<file path="config.mk">
export PLATFORM = sky130hd
export DESIGN_NAME = gdma_gtp_tx_framer
export DESIGN_NICKNAME = d
export VERILOG_FILES = /design/src/rtl/gdma_gtp_tx_framer.sv
export SDC_FILE = /design/constraint.sdc
export NUM_CORES = 1
export LEC_CHECK = 0
export CORE_MARGIN = 3
export CORE_UTILIZATION = 51
export CTS_CLUSTER_SIZE = 25
export DETAILED_ROUTE_END_ITERATION = 10
export GPL_TIMING_DRIVEN = 0
export HOLD_SLACK_MARGIN = 0.05
export PLACE_DENSITY = 0.77
export RECOVER_POWER = 50
export SYNTH_ARGS = -nofsm -noshare
export SYNTH_HDL_FRONTEND = slang
export SYNTH_SLANG_ARGS = --single-unit
export TNS_END_PERCENT = 5
</file>
<file path="constraint.sdc">
create_clock -name clk -period 2.81 [get_ports clk]
set_input_delay 0.562 -clock clk [delete_from_list [all_inputs] [get_ports clk]]
set_output_delay 0.562 -clock clk [all_outputs]
set_load 0.03 [all_outputs]
</file>
<file path="src/rtl/gdma_gtp_tx_framer.sv">
// Turns the GDMA packager's packet stream into a continuous 32-bit GTP TX word stream:
// K-char delimited frames with a checksum, idle fill, and periodic clock-correction bursts.
module gdma_gtp_tx_framer #(
  parameter int CC_PERIOD = 5000,
  parameter int CC_LEN    = 4
) (
  input  logic        clk,
  input  logic        rst,
  input  logic        op_start,
  input  logic        s_tvalid,
  output logic        s_tready,
  input  logic [31:0] s_tdata,
  output logic [31:0] gtp_txdata,
  output logic [3:0]  gtp_txcharisk,
  output logic        frame_busy,
  output logic        frame_done,
  output logic [7:0]  frame_seq
);

  localparam int CCW = (CC_PERIOD > 1) ? $clog2(CC_PERIOD) : 1;
  localparam int CRW = $clog2(CC_LEN + 1);

  localparam logic [31:0] IDLE_WORD = 32'h50BC50BC;
  localparam logic [3:0]  IDLE_K    = 4'b0101;
  localparam logic [31:0] CC_WORD   = 32'h1C1C1C1C;
  localparam logic [3:0]  CC_K      = 4'b1111;
  localparam logic [31:0] EOF_WORD  = 32'h000000FD;
  localparam logic [3:0]  DELIM_K   = 4'b0001;

  typedef enum logic [2:0] {
    ST_IDLE, ST_SOF, ST_HDR0, ST_HDR1, ST_DATA, ST_CSUM, ST_EOF
  } state_t;

  state_t          state, state_nx;
  logic [31:0]     csum, csum_nx;
  logic [30:0]     cnt, cnt_nx;
  logic [7:0]      seq_nx;
  logic [31:0]     txd_nx;
  logic [3:0]      txk_nx;
  logic            busy_nx, done_nx;
  logic [CCW-1:0]  cc_cnt;
  logic [CRW-1:0]  cc_rem;
  logic            cc_active;
  logic            hs;

  assign cc_active = (cc_rem != '0);
  assign s_tready  = (state == ST_HDR0 || state == ST_HDR1 || state == ST_DATA)
                     && !cc_active && !rst;
  assign hs        = s_tvalid && s_tready;

  // Free-running CC scheduler; deliberately unaffected by op_start.
  always_ff @(posedge clk) begin
    if (rst) begin
      cc_cnt <= '0;
      cc_rem <= '0;
    end else if (cc_cnt == CCW'(CC_PERIOD - 1)) begin
      cc_cnt <= '0;
      cc_rem <= CRW'(CC_LEN);
    end else begin
      cc_cnt <= cc_cnt + CCW'(1);
      if (cc_active) cc_rem <= cc_rem - CRW'(1);
    end
  end

  always_comb begin
    // NOTE: every output of this block gets a default first, so no path can infer a latch.
    state_nx = state;
    csum_nx  = csum;
    cnt_nx   = cnt;
    seq_nx   = frame_seq;
    txd_nx   = IDLE_WORD;
    txk_nx   = IDLE_K;
    busy_nx  = (state != ST_IDLE);
    done_nx  = 1'b0;

    if (op_start) begin
      state_nx = ST_IDLE;
      csum_nx  = '0;
      seq_nx   = '0;
      busy_nx  = 1'b0;
      if (cc_active) begin
        txd_nx = CC_WORD;
        txk_nx = CC_K;
      end
    end else if (cc_active) begin
      // CC freezes the frame state; it resumes exactly where it stopped.
      txd_nx = CC_WORD;
      txk_nx = CC_K;
    end else begin
      unique case (state)
        ST_IDLE: if (s_tvalid) state_nx = ST_SOF;
        ST_SOF: begin
          txd_nx   = {16'h0, frame_seq, 8'hFB};
          txk_nx   = DELIM_K;
          csum_nx  = '0;
          state_nx = ST_HDR0;
        end
        ST_HDR0, ST_HDR1, ST_DATA: begin
          if (hs) begin
            txd_nx  = s_tdata;
            txk_nx  = 4'b0000;
            csum_nx = csum + s_tdata;
            if (state == ST_HDR0) begin
              state_nx = ST_HDR1;
            end else if (state == ST_HDR1) begin
              cnt_nx   = s_tdata[30:0];
              state_nx = ST_DATA;
            end else if (cnt == '0) begin
              state_nx = ST_CSUM;
            end else begin
              cnt_nx = cnt - 31'd1;
            end
          end
        end
        ST_CSUM: begin
          txd_nx   = csum;
          txk_nx   = 4'b0000;
          state_nx = ST_EOF;
        end
        ST_EOF: begin
          txd_nx   = EOF_WORD;
          txk_nx   = DELIM_K;
          done_nx  = 1'b1;
          seq_nx   = frame_seq + 8'd1;
          state_nx = s_tvalid ? ST_SOF : ST_IDLE;
        end
        default: state_nx = ST_IDLE;
      endcase
    end
  end

  always_ff @(posedge clk) begin
    // NOTE: state registers use non-blocking assignments so every flop samples pre-edge values.
    if (rst) begin
      state         <= ST_IDLE;
      csum          <= '0;
      cnt           <= '0;
      frame_seq     <= '0;
      gtp_txdata    <= IDLE_WORD;
      gtp_txcharisk <= IDLE_K;
      frame_busy    <= 1'b0;
      frame_done    <= 1'b0;
    end else begin
      state         <= state_nx;
      csum          <= csum_nx;
      cnt           <= cnt_nx;
      frame_seq     <= seq_nx;
      gtp_txdata    <= txd_nx;
      gtp_txcharisk <= txk_nx;
      frame_busy    <= busy_nx;
      frame_done    <= done_nx;
    end
  end

endmodule

</file>
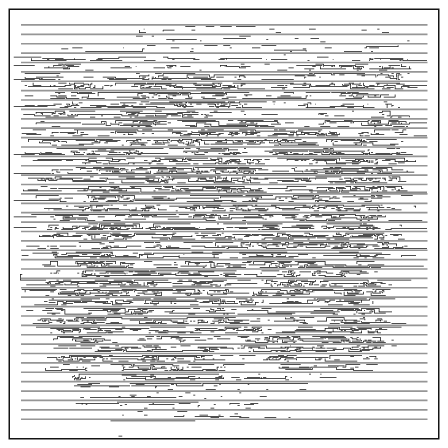
(run_1/layer_met1.png)
Supply wires on this layer in gray.
- longest straight run: 41.2 um
- main direction: horizontal
- wire length on this layer: 9160 um
- nets with wire on the layer: 1005
GR met1 Demand/Resource: 39.0%
Routed WL: 22.8 mm
Vias: 7279

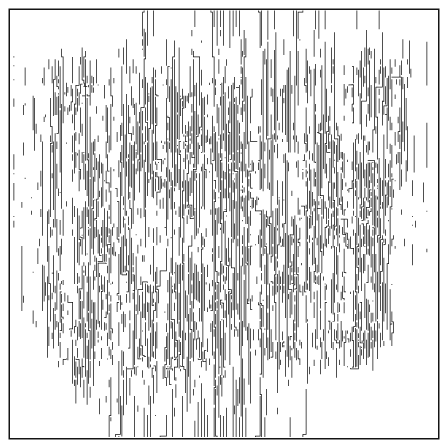
(run_1/layer_met2.png)
- wire length on this layer: 10400 um
- nets with wire on the layer: 902
grt met2 use: 46.8%

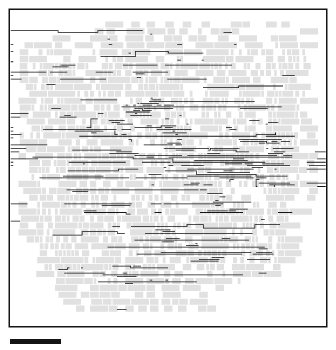
(run_1/layer_met3.png)
Bar = 20 um. Cells faint in the background.
- nets with wire on the layer: 141
- wire length on this layer: 2330 um
- longest straight run: 69.2 um

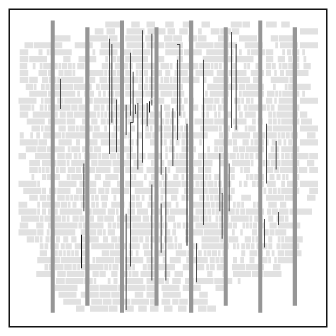
(run_1/layer_met4.png)
Supply wires on this layer in gray. Cells faint in the background.
- longest straight run: 64.6 um
- nets with wire on the layer: 32

==> results.yml, run 1 <==
# physical design summary
timing:
  finalWorstSetupSlack_ns: -0.0103
  slew_violations: 0
  rsz0062_at_grt: "yes"
  fin_worst_skew_ns: 0.00656
  finalSetupViolCount: 4
  hold_viol: 0
  holdWs_ns: 0.466
synth:
  synthDominantCellAreaShare_pct: 35.8
  topCombFamilyByArea: "AND-OR/OR-AND gates"
  synth_chip_area_um2: 7100
  synth_area_um2: 7100
  syn_area_per_cell_um2: 8.03
  syn_inst: 884
  synth_stat.cells: 884
  ys_sh_mux_pct: 1.30
  fa_ha_area_share_pct: 6.80
  edf_count: 0
layout:
  largest_class: "combinational gates"
  seq_share_pct: 27.5
  layout.nets: 1066
  logic_area_um2: 4650
  fin_cells: 1181
  lay_top_count: "dfxtp_1"
  inverters_excl_clock: 27
  lay_top_cells: "dfxtp_1 (124), nor2_1 (111), a21oi_1 (78)"
  final-clk-cell-share_pct: 6.64
cts:
  clock_sinks: 127
critical_path:
  path_depth: 13
  arrival_ns: 3.17
drt:
  wire_per_inst_um: 19.3
  drt-met1-wl_mm: 9.16
global_route:
  antenna_found_initial: 0
  track_usage_pct: 30.0
  grt_max_degree: 17
die:
  die_y_um: 124
  taps: 176
place:
  placed_cell_area_um2: 8140
  dp_hpwl_mm: 16.1
status:
  status: "finished with violations"
  violations: "setup timing"
power:
  maxPowerGroup: "the clock network"
min_path:
  hold_start: "cnt[1]$_SDFFE_PP0P_"
==> run 2: changes to the inputs <==
- TNS_END_PERCENT: 5 -> not set
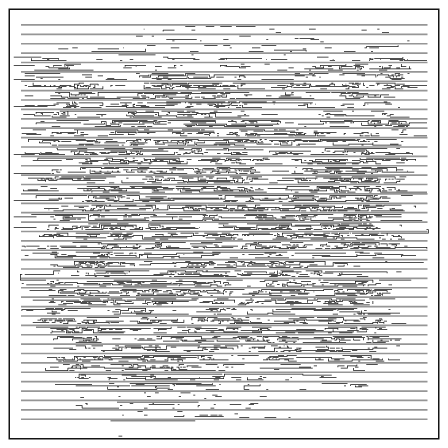
(run_2/layer_met1.png)
Supply wires on this layer in gray.
- wire length on this layer: 9190 um
- main direction: horizontal
Routed WL: 23.3 mm
GR met1 Demand/Resource: 39.2%
Vias: 7373

==> results.yml, run 2 <==
# physical design summary
place:
  placed_cell_area_um2: 8140
  gp_congestion: 0.946
  pre_cts_ws_ns: -1.02
  dp_hpwl_mm: 16.1
power:
  p_sw_share_pct: 28.4
  maxPowerGroup: "the clock network"
timing:
  finalWorstSetupSlack_ns: -0.0324
  slew_violations: 0
  finalSetupViolCount: 3
  holdWs_ns: 0.465
  rsz0062_at_grt: "yes"
  hold_viol: 0
layout:
  largest_class: "combinational gates"
  logic_area_um2: 4660
  lay_top_cells: "dfxtp_1 (124), nor2_1 (113), a21oi_1 (75)"
  final-clk-cell-share_pct: 6.57
  layout.nets: 1072
  inverters_excl_clock: 27
  seq_share_pct: 27.2
  fin_cells: 1187
global_route:
  use_met2_pct: 47.6
  track_usage_pct: 30.1
  grt_max_degree: 17
  antenna_found_initial: 0
synth:
  synthDominantCellAreaShare_pct: 35.8
  ys_sh_mux_pct: 1.30
  fa_ha_area_share_pct: 6.80
  synth_stat.cells: 884
  synth_area_um2: 7100
  syn_inst: 884
  topCombFamilyByArea: "AND-OR/OR-AND gates"
  ys.flops: 127
  syn_area_per_cell_um2: 8.03
drt:
  drt-met1-wl_mm: 9.19
  wire_per_inst_um: 19.6
die:
  taps: 176
  coreArea_um2: 13500
  die_y_um: 124
critical_path:
  path_depth: 11
  arrival_ns: 3.15
cts:
  holdBufCountCts: 0
  postCtsSetupRepairBufs: 11
  clock_sinks: 127
status:
  violations: "setup timing"
  status: "finished with violations"
min_path:
  hold_path.class: "reg -> reg"
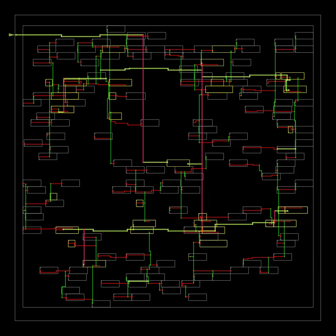
(run_2/clocks.png)
CLK BUF: 19
Final Skew: 0.00730 ns

No activity file was given, so power comes from the tool's default toggle rates.
